### config.mk
export PLATFORM = sky130hd
export DESIGN_NAME = sprite_blitter_flat
export DESIGN_NICKNAME = d
export VERILOG_FILES = /design/src/rtl/vga_pkg.sv /design/src/rtl/sprite_blitter_if.sv /design/src/rtl/sprite_blitter_fb_addr_gen.sv /design/src/rtl/sprite_blitter.sv /design/src/flat_wrapper.sv
export SDC_FILE = /design/constraint.sdc
export NUM_CORES = 1
export LEC_CHECK = 0
export ABC_AREA = 1
export CAP_MARGIN = 20
export CORE_MARGIN = 2
export CORE_UTILIZATION = 30
export CTS_CLUSTER_DIAMETER = 80
export CTS_CLUSTER_SIZE = 20
export DETAILED_ROUTE_END_ITERATION = 10
export PLACE_DENSITY = 0.52
export SYNTH_ARGS = -nofsm -noshare
export SYNTH_HDL_FRONTEND = slang
export SYNTH_SLANG_ARGS = --single-unit
### constraint.sdc
create_clock -name clk -period 10.2 [get_ports clk]
set_clock_uncertainty 0.15 [all_clocks]
set_input_delay 1.02 -clock clk [delete_from_list [all_inputs] [get_ports clk]]
set_output_delay 1.02 -clock clk [all_outputs]
set_load 0.02 [all_outputs]
### src/rtl/vga_pkg.sv
// vga_pkg: shared VGA/blitter types and defaults.
//   FB_W_DEF / FB_H_DEF : frame-buffer geometry (320x240)
//   KEY_COLOR_DEF       : RGB565 transparency key (magenta)
//   rgb565_t            : one RGB565 pixel
//   blit_state_t        : blitter FSM states
//   blit_req_t          : latched blit request (destination + size)
package vga_pkg;
  localparam int          FB_W_DEF      = 320;
  localparam int          FB_H_DEF      = 240;
  localparam logic [15:0] KEY_COLOR_DEF = 16'hF81F;

  typedef logic [15:0] rgb565_t;

  typedef enum logic [1:0] {IDLE, READ, DRAIN, DONE} blit_state_t;

  typedef struct packed {
    logic [9:0] dst_x;
    logic [8:0] dst_y;
    logic [7:0] spr_w;
    logic [7:0] spr_h;
  } blit_req_t;
endpackage

### src/rtl/sprite_blitter_if.sv
// sprite_blitter_if: bundles the blitter's control handshake, image-ROM read
// port and frame-buffer write port.
//   master : the blitter (drives busy/done, rom_addr, fb_we/fb_addr/fb_wdata)
//   slave  : the environment (controller, ROM, frame buffer)
interface sprite_blitter_if;
  import vga_pkg::*;

  logic        start;
  logic [9:0]  dst_x;
  logic [8:0]  dst_y;
  logic [7:0]  spr_w;
  logic [7:0]  spr_h;
  logic        busy;
  logic        done;
  logic [16:0] rom_addr;
  rgb565_t     rom_data;
  logic        fb_we;
  logic [16:0] fb_addr;
  rgb565_t     fb_wdata;

  modport master (
    input  start, dst_x, dst_y, spr_w, spr_h, rom_data,
    output busy, done, rom_addr, fb_we, fb_addr, fb_wdata
  );

  modport slave (
    output start, dst_x, dst_y, spr_w, spr_h, rom_data,
    input  busy, done, rom_addr, fb_we, fb_addr, fb_wdata
  );
endinterface

### src/rtl/sprite_blitter_fb_addr_gen.sv
// fb_addr_gen: combinational frame-buffer address, addr = y*FB_W + x.
//   y    : row (10 bits, may exceed screen; result is then meaningless)
//   x    : column (11 bits)
//   addr : 17-bit linear address
// For FB_W=320 the multiply is two shifts and an add (256+64).
module fb_addr_gen #(
  parameter int FB_W = 320
) (
  input  logic [9:0]  y,
  input  logic [10:0] x,
  output logic [16:0] addr
);
  logic [16:0] row_base;

  generate
    if (FB_W == 320) begin : g_shift
      assign row_base = ({7'd0, y} << 8) + ({7'd0, y} << 6);
    end else begin : g_mul
      assign row_base = {7'd0, y} * 17'(FB_W);
    end
  endgenerate

  assign addr = row_base + {6'd0, x};
endmodule

### src/rtl/sprite_blitter.sv
// sprite_blitter: copies a spr_w x spr_h RGB565 sprite from an image ROM
// (one-cycle registered read) into the frame buffer at (dst_x, dst_y),
// one pixel per clock, clipping pixels that fall off-screen.
//   clk, reset_n : clock, async active-low reset
//   bus (master) : start/dst/spr in, busy/done out; rom_addr out, rom_data in;
//                  fb_we/fb_addr/fb_wdata out
// Optional feature macro SPRITE_BLITTER_TRANSPARENCY_EN: pixels equal to
// KEY_COLOR are not written.
module sprite_blitter
  import vga_pkg::*;
#(
  parameter int FB_W = FB_W_DEF,
  parameter int FB_H = FB_H_DEF
`ifdef SPRITE_BLITTER_TRANSPARENCY_EN
  ,
  parameter rgb565_t KEY_COLOR = KEY_COLOR_DEF
`endif
) (
  input  logic             clk,
  input  logic             reset_n,
  sprite_blitter_if.master bus
);
  localparam logic [10:0] FB_W_L = 11'(FB_W);
  localparam logic [9:0]  FB_H_L = 10'(FB_H);

  blit_state_t state;
  blit_req_t   req;
  logic [7:0]  col, row;
  logic [16:0] rom_addr_q;
  logic        busy_q, done_q;

  // write stage: one cycle behind the read issue, aligned with rom_data
  logic        wr_vld, wr_on;
  logic [16:0] fb_addr_q;

  logic [10:0] px;
  logic [9:0]  py;
  logic        on_scr, last, key_ok;
  logic [16:0] pix_addr;

  // sums are wide enough never to wrap, so clipping is a plain compare
  assign px     = {1'b0, req.dst_x} + {3'd0, col};
  assign py     = {1'b0, req.dst_y} + {2'd0, row};
  assign on_scr = (px < FB_W_L) && (py < FB_H_L);
  assign last   = (col == req.spr_w - 8'd1) && (row == req.spr_h - 8'd1);

  fb_addr_gen #(.FB_W(FB_W)) u_addr (
    .y    (py),
    .x    (px),
    .addr (pix_addr)
  );

  always_ff @(posedge clk or negedge reset_n) begin
    if (!reset_n) begin
      state      <= IDLE;
      req        <= '0;
      col        <= '0;
      row        <= '0;
      rom_addr_q <= '0;
      busy_q     <= 1'b0;
      done_q     <= 1'b0;
      wr_vld     <= 1'b0;
      wr_on      <= 1'b0;
      fb_addr_q  <= '0;
    end else begin
      wr_vld <= (state == READ);
      wr_on  <= on_scr;
      if (state == READ) fb_addr_q <= pix_addr;
      done_q <= 1'b0;
      case (state)
        IDLE: begin
          if (bus.start) begin
            req        <= '{dst_x: bus.dst_x, dst_y: bus.dst_y,
                            spr_w: bus.spr_w, spr_h: bus.spr_h};
            col        <= '0;
            row        <= '0;
            rom_addr_q <= '0;
            busy_q     <= 1'b1;
            // empty sprite: skip straight to the done pulse
            if (bus.spr_w == 8'd0 || bus.spr_h == 8'd0) begin
              state  <= DONE;
              done_q <= 1'b1;
            end else begin
              state <= READ;
            end
          end
        end
        READ: begin
          if (last) begin
            state <= DRAIN;
          end else begin
            rom_addr_q <= rom_addr_q + 17'd1;
            if (col == req.spr_w - 8'd1) begin
              col <= '0;
              row <= row + 8'd1;
            end else begin
              col <= col + 8'd1;
            end
          end
        end
        DRAIN: begin
          state  <= DONE;
          done_q <= 1'b1;
        end
        DONE: begin
          state  <= IDLE;
          busy_q <= 1'b0;
        end
        default: state <= IDLE;
      endcase
    end
  end

`ifdef SPRITE_BLITTER_TRANSPARENCY_EN
  assign key_ok = (bus.rom_data != KEY_COLOR);
`else
  assign key_ok = 1'b1;
`endif

  assign bus.busy     = busy_q;
  assign bus.done     = done_q;
  assign bus.rom_addr = rom_addr_q;
  assign bus.fb_we    = wr_vld & wr_on & key_ok;
  assign bus.fb_addr  = fb_addr_q;
  // gated so the data port reads 0 out of reset regardless of ROM contents
  assign bus.fb_wdata = wr_vld ? bus.rom_data : '0;
endmodule

### src/flat_wrapper.sv
// flat-port wrapper written by rule: the top's interface ports become plain ports
module sprite_blitter_flat import vga_pkg::*;
#(
  parameter int FB_W = FB_W_DEF,
  parameter int FB_H = FB_H_DEF

)
  (clk, reset_n, bus_start, bus_dst_x, bus_dst_y, bus_spr_w, bus_spr_h, bus_rom_data, bus_busy, bus_done, bus_rom_addr, bus_fb_we, bus_fb_addr, bus_fb_wdata);
  sprite_blitter_if bus_i ();
  input  logic clk;
  input  logic reset_n;
  input wire logic [$bits(bus_i.start)-1:0] bus_start;
  input wire logic [$bits(bus_i.dst_x)-1:0] bus_dst_x;
  input wire logic [$bits(bus_i.dst_y)-1:0] bus_dst_y;
  input wire logic [$bits(bus_i.spr_w)-1:0] bus_spr_w;
  input wire logic [$bits(bus_i.spr_h)-1:0] bus_spr_h;
  input wire logic [$bits(bus_i.rom_data)-1:0] bus_rom_data;
  output wire logic [$bits(bus_i.busy)-1:0] bus_busy;
  output wire logic [$bits(bus_i.done)-1:0] bus_done;
  output wire logic [$bits(bus_i.rom_addr)-1:0] bus_rom_addr;
  output wire logic [$bits(bus_i.fb_we)-1:0] bus_fb_we;
  output wire logic [$bits(bus_i.fb_addr)-1:0] bus_fb_addr;
  output wire logic [$bits(bus_i.fb_wdata)-1:0] bus_fb_wdata;
  assign bus_i.start = bus_start;
  assign bus_i.dst_x = bus_dst_x;
  assign bus_i.dst_y = bus_dst_y;
  assign bus_i.spr_w = bus_spr_w;
  assign bus_i.spr_h = bus_spr_h;
  assign bus_i.rom_data = bus_rom_data;
  assign bus_busy = bus_i.busy;
  assign bus_done = bus_i.done;
  assign bus_rom_addr = bus_i.rom_addr;
  assign bus_fb_we = bus_i.fb_we;
  assign bus_fb_addr = bus_i.fb_addr;
  assign bus_fb_wdata = bus_i.fb_wdata;
  sprite_blitter #(.FB_W(FB_W), .FB_H(FB_H)) u_core (.clk(clk), .reset_n(reset_n), .bus(bus_i));
endmodule
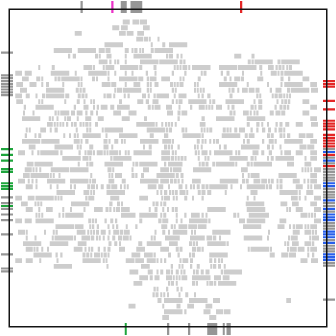
Figure 1: run 1, pin placement.
Pins as bars across the die edge, other pins in gray.
- magenta: bus_start (pins 1; direction input; edge top)
- red: bus_rom_addr (pins 17; direction output; edge 16 right, 1 top)
- blue: bus_rom_data (pins 16; direction input; edge right)
- green: bus_dst_x (pins 10; direction input; edge 9 left, 1 bottom)
DIE HEIGHT: 151 um
input/output buffers: 106

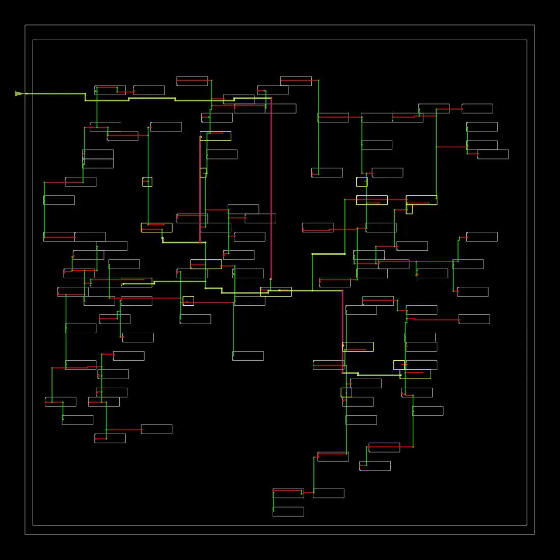
Figure 2: run 1, clock nets.
worst-skew pair later-pin latency: 0.35 ns
clock buffer count: 9
Clock Power: 0.000322 W
CTS Sinks: 91

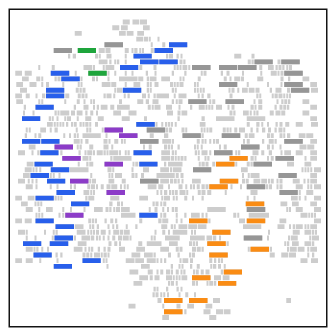
Figure 3: run 1, where the registers sit.
- orange: u_core.bus.fb_addr (sequential cells 17)
- blue: u_core.req (sequential cells 35)
- green: u_core.state (sequential cells 2)
- purple: u_core.row (sequential cells 8; where left middle)
final core occ: 0.383
flop share of the area: 0.281
register area: 2280 um^2

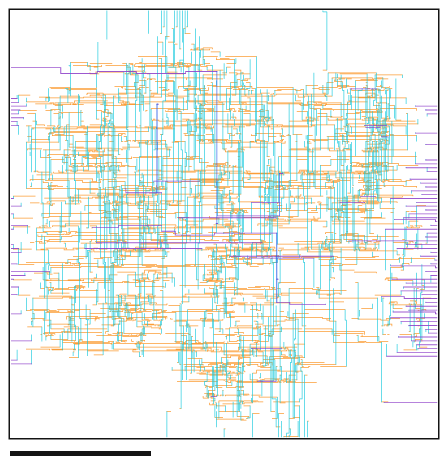
Figure 4: run 1, wiring by layer.
Bar = 50 um.
- purple: metal 3 (wire length 1090 um)
- cyan: metal 2 (wire length 7640 um)
- orange: metal 1 (wire length 8380 um)
- blue: metal 4 (wire length 124 um)
Via Count: 5873
GRT Total Usage: 0.157

==> flow_summary.yaml, run 1 <==
# generated from flow reports
status:
  outcome: "complete, no violations"
power:
  p_switching_w: 0.00111
  clkPwrFrac: 0.143
  swShare: 0.493
  p_seq_frac: 0.268
  irDropWorstVdd_mv: 0.0941
  power.density_nw_per_um2: 279
  comb_power_share: 0.590
  p_int_w: 0.00115
  leakagePower_nw: 4.09
setup_path:
  cp.required_ns: 10.26
  path_common_cell: "inv_1"
  r2r_cells: 18
  path_class: "reg2reg"
  cp_top_family: "adder cells"
  crit_path_max_incr_delay_ns: 0.50
  endpoint_kind: "flop"
  critPathArrivalTime_ns: 3.88
  r2r_setup_slack_ns: 6.38
  crit_buf_inv: 4
  crit_path_top_delay_cell: "fa_1"
  critPathLaunchType: "flop"
  r2r_start: "u_core.col[0]"
  rr_endpoint: "u_core.bus.fb_addr[15]"
  path_cells: "ha_1 -> inv_1 -> fa_1 -> inv_1 -> nand3_1 -> nand2_1 -> nand3_1 -> nand2_1 -> xor2_1 -> inv_1 -> fa_1 -> inv_1 -> fa_1 -> o21ai_0 -> nand2_1 -> o311ai_0 -> xnor2_1 -> o21ai_0"
  cp_max_fo: 6
route:
  drc: 0
  drt_iter0_drc: 300
  viasPerCell: 4.58
  finalWirelength_um: 17200
  wl_per_cell_um: 13.5
  firstDrtPassIters: 4
  antenna_left: 0
cells_and_area:
  final_layout_top_logic_cells: "nand2_1 (297), clkdlybuf4s50_1 (105), inv_1 (104)"
  n_fill_cell: 2250
  area_delta_synth_final_pct: 24.3
  final_common_cell: "nand2_1"
  diodes: 0
  drive_above_1_share: 0.0437
  fin_nets: 1102
floorplan:
  fp_util: 0.308
  chip_area_um2: 22900
  io_pins: 107
  core_um2: 21200
  rows: 53
  die_w_um: 151
yosys:
  fa_ha_area_frac: 0.0973
  ys_top_logic_family: "simple AND/OR/NAND/NOR gates"
  ys_cells: 908
  synthArstFlopShare: 1.00
  top_area_cell: "dfrtp_1"
  netlist.area_leader.share: 0.350
  synthMuxAreaShare: 0
  ys_area_um2: 6510
  fp_nets: 1009
  yosys_warnings: 0
  syn-cell-area_um2: 6510
  yosysUniqueCellTypes: 39
  ys.flops: 91
  synthXorXnorAreaFrac: 0.0592
  synth_area_per_cell_um2: 7.17
  ys_sh_simple: 0.349
  topCellsByArea: "dfrtp_1 (35%), nand2_1 (17%), ha_1 (7.9%)"
  flop_cell: "dfrtp_1"
  compound_area_frac: 0.0579
  edf_count: 0
  ys_seq_frac: 0.350
  netlist_instances: 908
clock_tree:
  cts_tree: "yes"
  h-tree-depth: 3
  clockBufferDepth: 2
  post_cts_buffers: 0
  root_buffer: "clkbuf_16"
  cts-hold-fix-buffers: 0
  cts_buffers: 9
  ctsResizeCount: 0
  path_clk_slew_ns: 0.07
min_path:
  holdPathStages: 2
  hold_start: "u_core.bus.fb_addr[7]"
  hold_path.class: "reg2reg"
  hold_end: "u_core.bus.fb_addr[7]"
final_timing:
  timing.slew.headroom: 0.459
  fin_ws_ns: 6.38
  tightest_slew_ns: 0.810
  finalCritPeriodShare: 0.374
  setup_tns_ns: 0
  finalCriticalPeriod_ns: 3.82
  setup_viol: 0
  rsz0062_at_grt: "false"
  hold_viol_final: 0
  maxSlewViolCount: 0
grt:
  antenna_found_initial: 0
  grt_first_pass_wirelength_um: 28200
  grt_pass1_vias: 5517
  grt_start_max_net_pins: 81
  grt.overflow.total: 0
place:
  detailedPlace.worstSlack_ns: 6.39
  routabilityCongestion: 0.814
  dp.final_hpwl_um: 12600
job:
  warnings: 29
  max_cap_viol_count: 0
-- run 1: synth_stat cells, types with 4 or more instances --
cell type	count
a21oi_1	19
a31oi_1	7
buf_6	5
clkbuf_1	16
dfrtp_1	91
fa_1	6
ha_1	41
inv_1	104
nand2_1	297
nand3_1	91
nand3_2	4
nand4_1	21
nor2_1	71
nor2_2	4
nor3_1	8
nor3b_1	4
nor4_1	7
o21ai_0	32
xnor2_1	17
xor2_1	27
-- run 1: metrics by stage --
stage / instance area [um^2] / power (W) / instances / util / hold WS [ns]
floorplan: 6510 / 0.00157 / 908 / - / 0.303
global route: 8090 / 0.00251 / 1281 / 0.383 / 0.356
detailed placement: 7790 / 0.00196 / 1264 / 0.368 / 0.320
CTS: 8060 / 0.00230 / 1280 / 0.381 / 0.342
finish: 8090 / 0.00226 / 1281 / 0.383 / 0.335
global placement: 7790 / 0.00196 / 1264 / 0.368 / 0.315
-- run 1: worst reg2reg max path, delay by kind of cell, from the launching register on --
kind | cells | cell delay, ns
AOI/OAI and AO/OA | 3 | 0.53
xor gates and xnor gates | 2 | 0.31
adders and majority gates | 4 | 1.49
buffers and inverters | 4 | 0.28
DFF | 1 | 0.44
and+or+nand+nor | 5 | 0.48
-- run 1: sequential cells by signal (all words and copies together) (netlist names), 2 cells and up --
name,flops
u_core.row,8
u_core.col,8
u_core.bus.rom_addr,17
u_core.bus.fb_addr,17
u_core.req,35
u_core.state,2
-- run 1: layer usage --
metal,share of wire,GRT usage
met4,0.0072,0.0322
met3,0.063,0.0310
met2,0.44,0.253
met1,0.49,0.217
met5,0,0
-- run 1: logic make-up after synthesis --
logic type | count (synthesis)
fa+ha+maj | 47
buf+inv | 137
flops | 91
simple gates | 520
xor+xnor | 44
compound gates | 69
-- run 1: power groups by stage --
stage	clock network, W	registers (W)	logic [W]
floorplan	0	0.000614	0.000952
global placement	0	0.000611	0.00135
detailed placement	0	0.000613	0.00135
CTS	0.000335	0.000607	0.00135
global route	0.000351	0.000626	0.00153
finish	0.000322	0.000605	0.00133
-- run 1: area by class of cell --
type / count / area [um^2] / area share
Timing Repair Buffer: 112 / 1120 / 0.139
Sequential cell: 91 / 2280 / 0.281
Clock inverter: 7 / 52.6 / 0.00649
Clock buffer: 9 / 225 / 0.0278
Inverter: 107 / 402 / 0.0496
Tap cell: 275 / 344 / 0.0425
Multi-Input combinational cell: 680 / 3670 / 0.453
-- run 1: worst max path at each step --
stage	start	endpoint	slack, ns	depth (start not counted)
detailed placement	u_core.col[0]	u_core.bus.fb_addr[15]	6.39	18
floorplan	u_core.col[0]	u_core.bus.fb_addr[15]	6.71	18
global route	u_core.col[0]	u_core.bus.fb_addr[15]	6.04	18
global placement	u_core.col[0]	u_core.bus.fb_addr[15]	6.44	18
CTS	u_core.col[0]	u_core.bus.fb_addr[15]	6.37	18
finish	u_core.col[0]	u_core.bus.fb_addr[15]	6.38	18
==> run 2: changes to the inputs <==
==> constraint.sdc (replaced) <==
create_clock -name clk -period 3.7 [get_ports clk]
set_clock_uncertainty 0.15 [all_clocks]
set_input_delay 0.37 -clock clk [delete_from_list [all_inputs] [get_ports clk]]
set_output_delay 0.37 -clock clk [all_outputs]
set_load 0.02 [all_outputs]
==> flow_summary.yaml, run 2 <==
# generated from flow reports
power:
  leakagePower_nw: 4.19
  irDropWorstVdd_mv: 0.367
  p_total_w: 0.00657
  power.density_nw_per_um2: 790
grt:
  grt.overflow.total: 0
  grt_first_pass_wirelength_um: 28600
  grt_pass1_vias: 5591
  grt_start_max_net_pins: 47
  antenna_found_initial: 0
yosys:
  ys.flops: 91
  topCellsByArea: "dfrtp_1 (35%), nand2_1 (17%), ha_1 (7.9%)"
  syn-cell-area_um2: 6510
  yosys_warnings: 0
  ys_area_um2: 6510
  edf_count: 0
  netlist_instances: 908
  synth.most_common_cell: "nand2_1"
  fp_nets: 1009
  synth_area_per_cell_um2: 7.17
  synthArstFlopShare: 1.00
  top_area_cell: "dfrtp_1"
  yosysUniqueCellTypes: 39
  common_cells: "nand2_1 (297), inv_1 (104), dfrtp_1 (91), nand3_1 (91), nor2_1 (71)"
  netlist.area_leader.share: 0.350
  ys_cells: 908
  ys_seq_frac: 0.350
  flop_cell: "dfrtp_1"
route:
  viasPerCell: 4.64
  drt_iter0_drc: 265
  firstDrtPassIters: 5
  dr_total_vias: 6042
  antenna_left: 0
  drc: 0
clock_tree:
  root_buffer: "clkbuf_16"
  cts_buffers: 9
  cts.sinks: 91
  path_clk_slew_ns: 0.07
  cts_tree: "yes"
  worstSkewPairLatency_ns: 0.35
  h-tree-depth: 3
  clockBufferDepth: 2
min_path:
  hold_path.class: "reg2reg"
place:
  routabilityCongestion: 0.852
  dp.final_hpwl_um: 13100
  numPortBuffers: 106
  place_inst: 1278
setup_path:
  endpoint_kind: "flop"
  critPathArrivalTime_ns: 3.51
  crit_path_max_incr_delay_ns: 0.50
  cp_max_fo: 4
  path_cells: "ha_1 -> fa_1 -> nand3_1 -> nand3_1 -> xor2_1 -> inv_1 -> fa_1 -> ha_1 -> a21oi_1 -> o21ai_2 -> buf_4 -> nand2_1 -> o311ai_0 -> xnor2_1 -> o21ai_1"
  path_class: "reg2reg"
  r2r_setup_slack_ns: 0.25
  crit_path_top_delay_cell: "fa_1"
  cp.required_ns: 3.76
  critPathLaunchType: "flop"
cells_and_area:
  n_fill_cell: 2212
  final_layout_top_logic_cells: "nand2_1 (295), clkdlybuf4s50_1 (105), inv_1 (103)"
  drive_above_1_share: 0.0778
  area_delta_synth_final_pct: 27.9
  fin_nets: 1124
  diodes: 0
  fin_cells: 1303
  largest_reg_flops: 35
  comb_area_um2: 3760
  top_register: "u_core.req"
  final_common_cell: "nand2_1"
  regArea_um2: 2280
final_timing:
  finalCriticalPeriod_ns: 3.45
  tightest_slew_ns: 0.603
  maxSlewViolCount: 0
  setup_viol: 0
  fmax_mhz: 290
  hold_viol_final: 0
  timing.hold.ws_ns: 0.319
  timing.slew.headroom: 0.598
  finalCritPeriodShare: 0.933
job:
  warnings: 29
  max_cap_viol_count: 0
floorplan:
  fp_util: 0.308
  chip_area_um2: 22900
  rows: 53
  io_pins: 107
  core_um2: 21200
status:
  outcome: "complete, no violations"
[run 2: metal layers]
metal	up-vias	GRT usage	routed length [um]
li1	3130	-	-
met1	2744	0.221	8620
met2	160	0.248	7780
met3	8	0.0280	997
met4	0	0.0350	146
met5	-	0	0
[run 2: cell type report]
cell class / count / share of cell area
inverter: 107 / 0.0482
clock buffer: 10 / 0.0275
multi-input combinational: 680 / 0.452
timing repair buffer: 134 / 0.153
clock inverter: 6 / 0.00481
tap: 275 / 0.0413
sequential: 91 / 0.274
[run 2: repair_timing]
action,CTS,global route
resized,1,17
setup buffers,0,8
hold buffers,1,0
cloned,0,0
pin swaps,0,11
endpoints found under the hold margin,39,0
setup endpoints to repair,1,7
[run 2: final timing paths]
check,startpoint,to,depth (start not counted)
worst min-delay path,u_core.bus.fb_addr[7],u_core.bus.fb_addr[7],2
max in group asynchronous,reset_n,u_core.col[5],3
min in group asynchronous,reset_n,u_core.bus.fb_addr[16],2
worst max-delay path,u_core.row[0],u_core.bus.fb_addr[15],15
worst min register to register,u_core.bus.fb_addr[7],u_core.bus.fb_addr[7],2
worst max register to register,u_core.row[0],u_core.bus.fb_addr[15],15
[run 2: kinds of logic (layout without fill, tap and decap cells)]
| group | after synthesis | after routing | synth area share |
|---|---|---|---|
| AND/OR/NAND/NOR | 520 | 520 | 0.349 |
| adder cells (fa/ha/maj) | 47 | 47 | 0.0973 |
| AND-OR/OR-AND | 69 | 69 | 0.0579 |
| buffers and inverters | 137 | 257 | 0.0867 |
| flip-flops | 91 | 91 | 0.350 |
| XOR/XNOR | 44 | 44 | 0.0592 |
[run 2: report_power, final]
group	leakage (nW)	switching (W)	internal [W]
Sequential	1.17	0.000287	0.00134
Clock	0.133	0.000409	0.000456
Combinational	2.89	0.00247	0.00162
[run 2: critical path: cells and delay by family (launching register included)]
family / cells / cell delay [ns]
AND-OR/OR-AND: 4 / 0.45
XOR/XNOR: 2 / 0.31
adder cells (fa/ha/maj): 4 / 1.53
buffers and inverters: 2 / 0.24
flip-flops: 1 / 0.39
AND/OR/NAND/NOR: 3 / 0.23
[run 2: per-stage QoR]
step           worst slack [ns]  instance area [um^2]   util  setup TNS, ns
5_1_grt                 -0.0300                  8320  0.394        -0.0300
6_report                  0.246                  8320  0.394              0
3_3_place_gp             0.0819                  7890  0.373              0
3_5_place_dp            0.00687                  7890  0.373              0
2_1_floorplan             0.206                  6510      -              0
4_1_cts                  0.0635                  8170  0.386              0
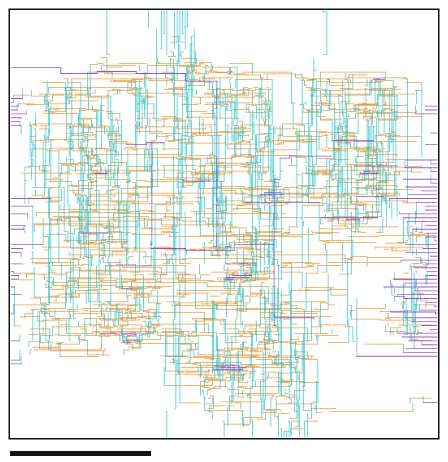
Figure 5: run 2, wiring by layer.
Bar = 50 um.
- purple: metal 3 (wire length 998 um)
- cyan: metal 2 (wire length 7780 um)
- blue: metal 4 (wire length 146 um)
- orange: metal 1 (wire length 8620 um)
GRT Total Usage: 0.156
WL final: 17500 um
wire length per cell: 13.5 um

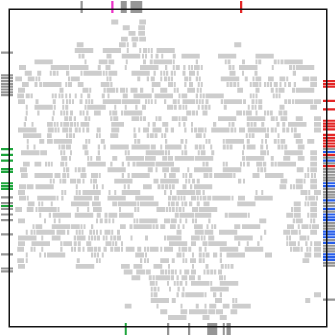
Figure 6: run 2, pin placement.
Pins as bars across the die edge, other pins in gray.
- red: bus_rom_addr (pins 17; direction output; edge 16 right, 1 top)
- magenta: bus_start (pins 1; direction input; edge top)
- blue: bus_rom_data (pins 16; direction input; edge right)
- green: bus_dst_x (pins 10; direction input; edge 9 left, 1 bottom)
Die X: 151 um

Figure 7. Clock nets (run 2).
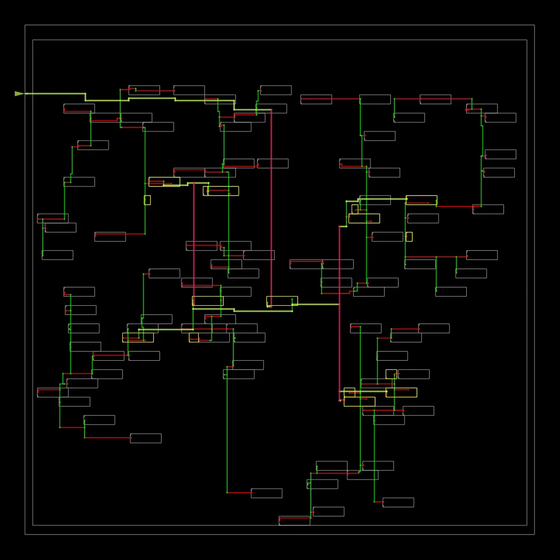

==> run 3: changes to the inputs <==
--- a/config.mk
+++ b/config.mk
@@ -8,11 +8,11 @@
 export ABC_AREA = 1
 export CAP_MARGIN = 20
 export CORE_MARGIN = 2
-export CORE_UTILIZATION = 30
+export CORE_UTILIZATION = 45
 export CTS_CLUSTER_DIAMETER = 80
 export CTS_CLUSTER_SIZE = 20
 export DETAILED_ROUTE_END_ITERATION = 10
-export PLACE_DENSITY = 0.52
+export PLACE_DENSITY = 0.71
 export SYNTH_ARGS = -nofsm -noshare
 export SYNTH_HDL_FRONTEND = slang
 export SYNTH_SLANG_ARGS = --single-unit
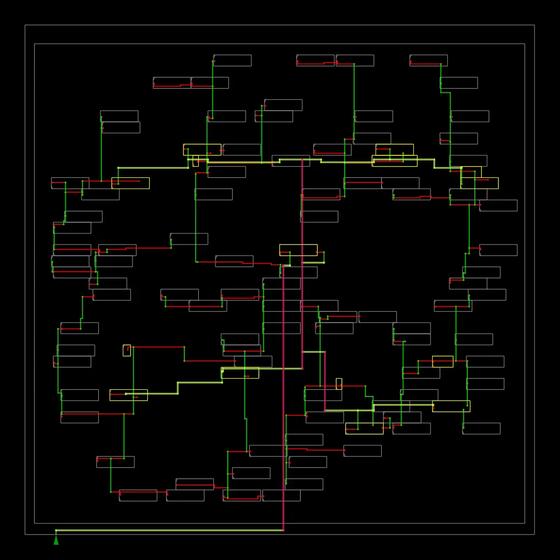
Figure 8: run 3, clock nets.
clock buffer count: 13
CTS Buf Count: 9
Seq cells: 91

==> flow_summary.yaml, run 3 <==
# generated from flow reports
cells_and_area:
  largest_reg_flops: 35
  diodes: 0
  area_delta_synth_final_pct: 24.8
  top_register: "u_core.req"
  n_fill_cell: 1315
  final_layout_top_logic_cells: "nand2_1 (296), clkdlybuf4s50_1 (105), inv_1 (103)"
  fin_nets: 1113
  final_common_cell: "nand2_1"
  drive_above_1_share: 0.0630
  final_cell_area_um2: 8130
floorplan:
  core_um2: 14000
  chip_area_um2: 15400
  rows: 43
  io_pins: 107
  fp_util: 0.465
route:
  dr_total_vias: 6005
  viasPerCell: 5.02
  finalWirelength_um: 16100
  drt_iter0_drc: 431
  wl_per_cell_um: 13.5
  firstDrtPassIters: 5
  drc: 0
  antenna_left: 0
setup_path:
  crit_path_top_delay_cell: "fa_1"
  cp.required_ns: 3.77
  cp_top_family: "adder cells"
  critPathArrivalTime_ns: 3.52
  endpoint_kind: "flop"
  path_class: "reg2reg"
  path_cells: "ha_2 -> inv_1 -> fa_1 -> inv_2 -> nand3_1 -> nand2_2 -> nand3_1 -> nand2_1 -> xor2_1 -> inv_1 -> fa_1 -> inv_1 -> fa_2 -> o21ai_4 -> nand2_1 -> o311ai_0 -> xnor2_1 -> o21ai_0"
  critPathLaunchType: "flop"
  crit_path_max_incr_delay_ns: 0.51
  cp_max_fo: 3
  path_common_cell: "inv_1"
  crit_buf_inv: 4
grt:
  met2_usage: 0.347
  grt_first_pass_wirelength_um: 27100
  use_met3: 0.0442
  grt_usage: 0.212
  grt_start_max_net_pins: 62
  top_usage_layer: "met2"
  grt.overflow.total: 0
  grtUsageMet1: 0.287
  antenna_found_initial: 0
  grt_pass1_vias: 5580
place:
  numPortBuffers: 106
  routabilityCongestion: 0.857
  dp.final_hpwl_um: 11500
  detailedPlace.worstSlack_ns: -0.00444
  placed_area_um2: 7740
yosys:
  netlist_instances: 908
  syn-cell-area_um2: 6510
  yosysUniqueCellTypes: 39
  synth.most_common_cell: "nand2_1"
  ys_seq_frac: 0.350
  yosys_warnings: 0
  common_cells: "nand2_1 (297), inv_1 (104), dfrtp_1 (91), nand3_1 (91), nor2_1 (71)"
  synthArstFlopShare: 1.00
  top_area_cell: "dfrtp_1"
  ys.flops: 91
  topCellsByArea: "dfrtp_1 (35%), nand2_1 (17%), ha_1 (7.9%)"
  fp_nets: 1009
  flop_cell: "dfrtp_1"
  synth_area_per_cell_um2: 7.17
  ys_cells: 908
  edf_count: 0
  netlist.area_leader.share: 0.350
  ys_area_um2: 6510
final_timing:
  hold_viol_final: 0
  setup_viol: 0
  timing.slew.headroom: 0.465
  finalCritPeriodShare: 0.934
  finalCriticalPeriod_ns: 3.46
  fin_ws_ns: 0.245
  fmax_mhz: 289
  maxSlewViolCount: 0
  tightest_slew_ns: 0.803
clock_tree:
  h-tree-depth: 3
  path_clk_slew_ns: 0.06
  root_buffer: "clkbuf_16"
  worstSkewPairLatency_ns: 0.35
  clockBufferDepth: 2
  cts.sinks: 91
  cts_tree: "yes"
min_path:
  hold_path.class: "reg2reg"
power:
  leakagePower_nw: 4.15
  power.density_nw_per_um2: 800
  irDropWorstVdd_mv: 0.375
job:
  warnings: 29
  max_cap_viol_count: 0
status:
  outcome: "complete, no violations"
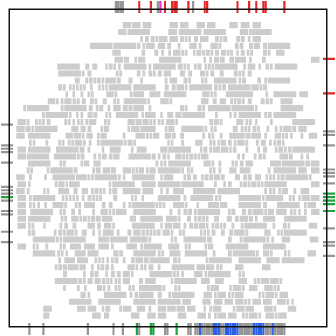
Figure 9: run 3, pin placement.
Pins as bars across the die edge, other pins in gray.
- magenta: bus_start (pins 1; direction input; edge top)
- red: bus_rom_addr (pins 17; direction output; edge 15 top, 2 right)
- blue: bus_rom_data (pins 16; direction input; edge bottom)
- green: bus_dst_x (pins 10; direction input; edge 5 right, 4 bottom, 1 left)
DIE HEIGHT: 124 um
Die X: 124 um

## run 3: metrics by stage
| step | setup TNS [ns] | power (W) | util | instances | hold WS, ns |
|---|---|---|---|---|---|
| 6_report | 0 | 0.00650 | 0.581 | 1196 | 0.317 |
| 3_3_place_gp | 0 | 0.00528 | 0.553 | 1179 | 0.306 |
| 5_1_grt | -0.0313 | 0.00710 | 0.581 | 1196 | 0.354 |
| 2_1_floorplan | 0 | 0.00432 | - | 908 | -0.0756 |
| 4_1_cts | 0 | 0.00633 | 0.575 | 1195 | 0.326 |
| 3_5_place_dp | -0.00444 | 0.00534 | 0.553 | 1179 | 0.311 |
## run 3: area by class of cell
class | instances | area, um^2 | share of cell area
sequential | 91 | 2280 | 0.280
clock buffer | 13 | 260 | 0.0320
clock inverter | 2 | 35.0 | 0.00431
multi-input combinational | 680 | 3740 | 0.460
timing repair buffer | 123 | 1190 | 0.146
inverter | 107 | 402 | 0.0494
tap | 180 | 225 | 0.0277
## run 3: worst min-delay path, stage by stage (launching register included)
cell and delay, ns:
dfrtp_1 0.34, nand2_1 0.05, nand2_1 0.04
## run 3: layer usage
metal / part of all wire / vias up
li1: - / 3107
met4: 0.011 / 0
met2: 0.48 / 136
met1: 0.46 / 2752
met5: 0 / -
met3: 0.046 / 10
## run 3: timing repair
action,in CTS,in global routing
gates resized,1,16
hold buffers,1,0
endpoints found under the hold margin,42,0
pin swaps,0,8
buffers inserted,0,1
setup endpoints to repair,2,7
## run 3: cell families (layout without fill, tap and decap cells)
group	count (synthesis)	in the layout	synth area share
AND/OR/NAND/NOR	520	520	0.349
XOR/XNOR	44	44	0.0592
adder cells (fa/ha/maj)	47	47	0.0973
buffers and inverters	137	245	0.0867
flip-flops	91	91	0.350
AND-OR/OR-AND	69	69	0.0579
## run 3: power by group
group	switching [W]	internal, W
Clock	0.000387	0.000556
Sequential	0.000286	0.00134
Combinational	0.00243	0.00151
Total	0.00310	0.00340
## run 3: worst paths after layout
kind                       slack, ns                  start  cells past startpoint                      to
setup reg to reg                0.24         u_core.req[25]                     18  u_core.bus.fb_addr[15]
min in group asynchronous       0.48                reset_n                      2  u_core.bus.fb_addr[16]
setup / recovery                0.24         u_core.req[25]                     18  u_core.bus.fb_addr[15]
max in group asynchronous       2.15                reset_n                      3   u_core.bus.fb_addr[0]
hold / removal                  0.32  u_core.bus.fb_addr[0]                      2   u_core.bus.fb_addr[0]
hold reg to reg                 0.32  u_core.bus.fb_addr[0]                      2   u_core.bus.fb_addr[0]
Power figures rest on the tool's default switching activity, not on a simulated workload.
